==> config.mk <==
export PLATFORM = sky130hd
export DESIGN_NAME = boilerplate_scheduler
export DESIGN_NICKNAME = d
export VERILOG_FILES = /design/src/rtl/boilerplate_pkg.sv /design/src/rtl/boilerplate_scheduler_rr_arbiter.sv /design/src/rtl/boilerplate_scheduler.sv
export SDC_FILE = /design/constraint.sdc
export NUM_CORES = 1
export LEC_CHECK = 0
export CORE_UTILIZATION = 30
export CTS_CLUSTER_DIAMETER = 100
export DETAILED_ROUTE_END_ITERATION = 8
export GPL_TIMING_DRIVEN = 1
export PLACE_DENSITY = 0.73
export SYNTH_ARGS = -nofsm -noshare
export SYNTH_HDL_FRONTEND = slang
export SYNTH_HIERARCHICAL = 1
export SYNTH_SLANG_ARGS = --single-unit
==> constraint.sdc <==
create_clock -name clk -period 2.8 [get_ports clk]
set_input_delay 0.56 -clock clk [delete_from_list [all_inputs] [get_ports clk]]
set_output_delay 0.56 -clock clk [all_outputs]
set_load 0.05 [all_outputs]
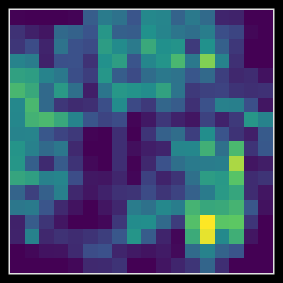
Figure 1: run 1, signal metal coverage by tile.
Drawn at 3 px/um. The die is cut into 18 by 18 equal tiles; dark purple is low, yellow is high, scaled to the fullest tile. Values are wire area over tile area, all layers added.
emptiest ninth of the die: bottom left
nearly empty tiles: 12%
mean over tiles: 0.12
final wirelength: 5.79 mm
via count: 1935
GRT Overall Usage: 15.4%
DR WL/cell: 14.3 um

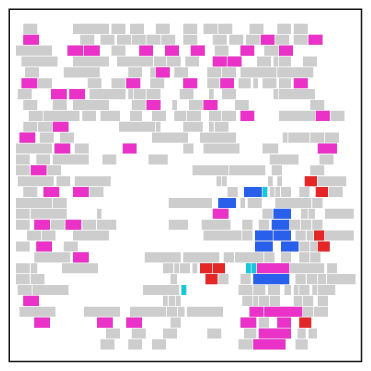
Figure 2: run 1, gate-type map.
Drawn at 4 px/um.
[adder and majority cells] blue | cells: 9
[inverters] cyan | cells: 4
[AND and OR gates] red | cells: 8
[multiplexers] magenta | cells: 48 | where: spread over the die
most numerous logic cell after layout: clkdlybuf4s50_1
Comb/total area: 32.2%
Post-Layout Cell Count: 406

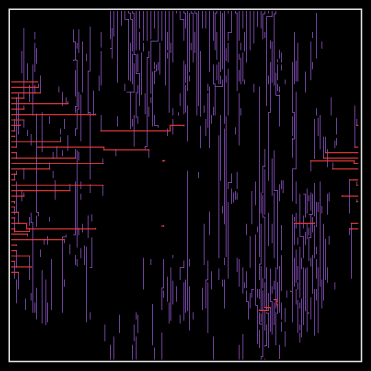
Figure 3: run 1, metal layers overlaid.
Drawn at 4 px/um. Two of the layers only.
[met3] red | wire length: 342 um
[met2] purple | wire length: 3050 um

==> CHANGELOG.md, run 1 <==
### Metrics

* Dpl hpwl at 4.36 mm
* Post-layout period usage at 102%
* Final setup fails at 4
* Final Hold Vio Count at 0
* Status: finished, violations left
* Number of global-route vias before repair at 1923
* Syn Area/Cell at 11.9 um2
* Worst slew pin tran at 0.852 ns
* Crit. End Element: primary output
* Slowest CP cell: mux4_2
* Final worst slack at -0.0695 ns
* Post-synth regs at 38
* R2R Setup Slk at 0.09 ns
* Die width at 87.7 um
* Total gr overflow at 0
* Worst hold path type: primary input to async pin
* Failing checks: negative setup slack
* Worst path depth at 7
* Port Buf Inserts at 104
* CTS tree: yes
* Adder share at 5.11%
* Area figure in the yosys stat output at 2200 um2
* Synth Area in Simple Gates at 10.2%
* # IOs at 105
* Core Util, Final at 53.1%
* Crit-path cells: dlygate4sd2_1, mux4_2, nor4b_4, a22oi_1, o21ai_1, and2_4, buf_12
* Layout cell share with drive strength beyond 1 at 24.8%
-- run 1: logic make-up after synthesis --
logic type | after synthesis
mux | 48
flops | 38
fa+ha+maj | 9
simple gates | 41
buf+inv | 16
compound gates | 33
-- run 1: layer usage --
layer / GRT usage [%] / up-vias
met4: 3.43 / 0
li1: - / 932
met2: 27.6 / 61
met3: 5.18 / 5
met5: 0 / -
met1: 17.9 / 937
-- run 1: power groups by stage --
stage | combinational (mW) | clock, mW | sequential, mW
detailed placement | 3.62 | 0 | 1.03
finish | 3.76 | 0.461 | 1.01
global placement | 3.58 | 0 | 1.01
floorplan | 1.60 | 0 | 1.85
global route | 3.99 | 0.499 | 1.05
CTS | 3.76 | 0.481 | 1.02
-- run 1: final cells by class --
type                            count  area (um2)
Sequential cell                    38         952
Fill cell                         616        3260
Clock buffer                        6        72.6
Timing Repair Buffer              129        1300
Inverter                            4        15.0
Clock inverter                      2        37.5
Multi-Input combinational cell    131        1190
Tap cell                           96         120
-- run 1: cells in the mapped netlist (2+ instances only) --
master | count | share of area (%)
a21oi_1 | 2 | 0.45
a22oi_1 | 8 | 2.7
and2_1 | 4 | 1.1
buf_2 | 5 | 1.1
buf_6 | 4 | 2.0
clkbuf_1 | 3 | 0.51
dfrtp_1 | 38 | 43
ha_1 | 9 | 5.1
inv_1 | 4 | 0.68
mux2_2 | 22 | 11
mux2i_1 | 22 | 10
mux4_1 | 2 | 2.4
mux4_2 | 2 | 2.0
nand2_1 | 18 | 3.1
nand2b_1 | 2 | 0.57
nor2_1 | 6 | 1.0
o21ai_0 | 5 | 1.1
o221ai_1 | 10 | 4.0
o31ai_1 | 3 | 1.0
-- run 1: repair_timing --
action	in CTS	in global routing
pin swaps	4	1
setup buffers	7	1
gates resized	16	2
setup endpoints to repair	4	4
==> run 2, diff against run 1 <==
GPL_ROUTABILITY_DRIVEN = 0   (was default)
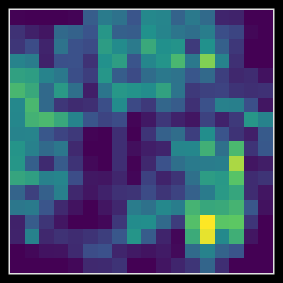
Figure 4: run 2, signal metal coverage by tile.
Drawn at 3 px/um. The die is cut into 18 by 18 equal tiles; dark purple is low, yellow is high, scaled to the fullest tile. Values are wire area over tile area, all layers added.
densest ninth of the die: top middle
tiles over half the peak: 15%
emptiest ninth of the die: bottom left
nearly empty tiles: 12%
mean over tiles: 0.12
fullest tile: 0.44

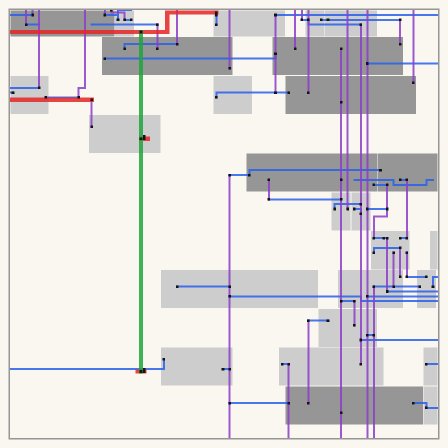
Figure 5: run 2, zoomed window.
Window x 29 to 59, y 29 to 59 um. Cells in gray, sequential cells in the stronger gray; small squares are vias.
[met3] red
[met4] green
[met2] purple
[met1] blue
sequential cells in the window: 6
most frequent: nand2_1 (5), dfrtp_1 (5), clkbuf_8 (3)
cells with their middle in the window: 22

==> CHANGELOG.md, run 2 <==
### Metrics

* Number of global-route vias before repair at 1923
* Core Util, Final at 53.1%
* # IOs at 105
* Cell area leaders: dfrtp_1 (43%), mux2_2 (11%), mux2i_1 (10%)
* Crit. End Element: primary output
* Leading area contributor after synthesis: dfrtp_1
* Final worst slack at -0.0695 ns
* Dpl hpwl at 4.36 mm
* Syn Area/Cell at 11.9 um2
* Final wirelength at 5.79 mm
* Most numerous logic cell after layout: clkdlybuf4s50_1
* Top-count cell post-synth: dfrtp_1
* Area figure in the yosys stat output at 2200 um2
* Worst hold path type: primary input to async pin
* Via count at 1935
* Total gr overflow at 0
* Status: finished, violations left
* Post-layout period usage at 102%
* DR WL/cell at 14.3 um
* Port Buf Inserts at 104
* Layout cell share with drive strength beyond 1 at 24.8%
* GRT Overall Usage at 15.4%
* Final setup fails at 4
* Failing checks: negative setup slack
* Top cells by count, synth: dfrtp_1 (38), mux2_2 (22), mux2i_1 (22)
-- run 2: per-layer routing --
metal	up-vias	track usage, %	share of wire, %
met4	0	3.43	0.69
met1	937	17.9	41
met3	5	5.18	5.9
met2	61	27.6	53
met5	-	0	0
li1	932	-	-
-- run 2: area by class of cell --
class                   count  area [um2]
multi-input cells         131        1190
well taps                  96         120
fillers                   616        3260
repair buffers            129        1300
clock inverters             2        37.5
flip-flops and latches     38         952
clock buffers               6        72.6
inverters                   4        15.0
-- run 2: metrics by stage --
stage                     TNS [ns]  hold slack [ns]
after CTS                   -0.222            0.415
after global routing        -0.817            0.465
after floorplan            -0.0532            0.264
after detailed placement     -3.75            0.471
after global placement       -2.79            0.469
final                       -0.245            0.376
-- run 2: timing repair --
item	CTS	global route
endpoints found under the setup margin	4	4
pin swaps	4	1
hold endpoints to repair	0	0
buffers inserted	7	1
gates resized	16	2
-- run 2: power groups by stage --
stage          sequential, mW  combinational (mW)  clock, mW
2_1_floorplan            1.85                1.60          0
3_3_place_gp             1.01                3.58          0
3_5_place_dp             1.03                3.62          0
4_1_cts                  1.02                3.76      0.481
5_1_grt                  1.05                3.99      0.499
6_report                 1.01                3.76      0.461
-- run 2: logic make-up after synthesis --
group	synth area share, %
muxes	25.7
buffers and inverters	4.37
AOI/OAI and AO/OA	11.5
DFF	43.2
adders and majority gates	5.11
and+or+nand+nor	10.2
Power is estimated from default activity; no workload was simulated.
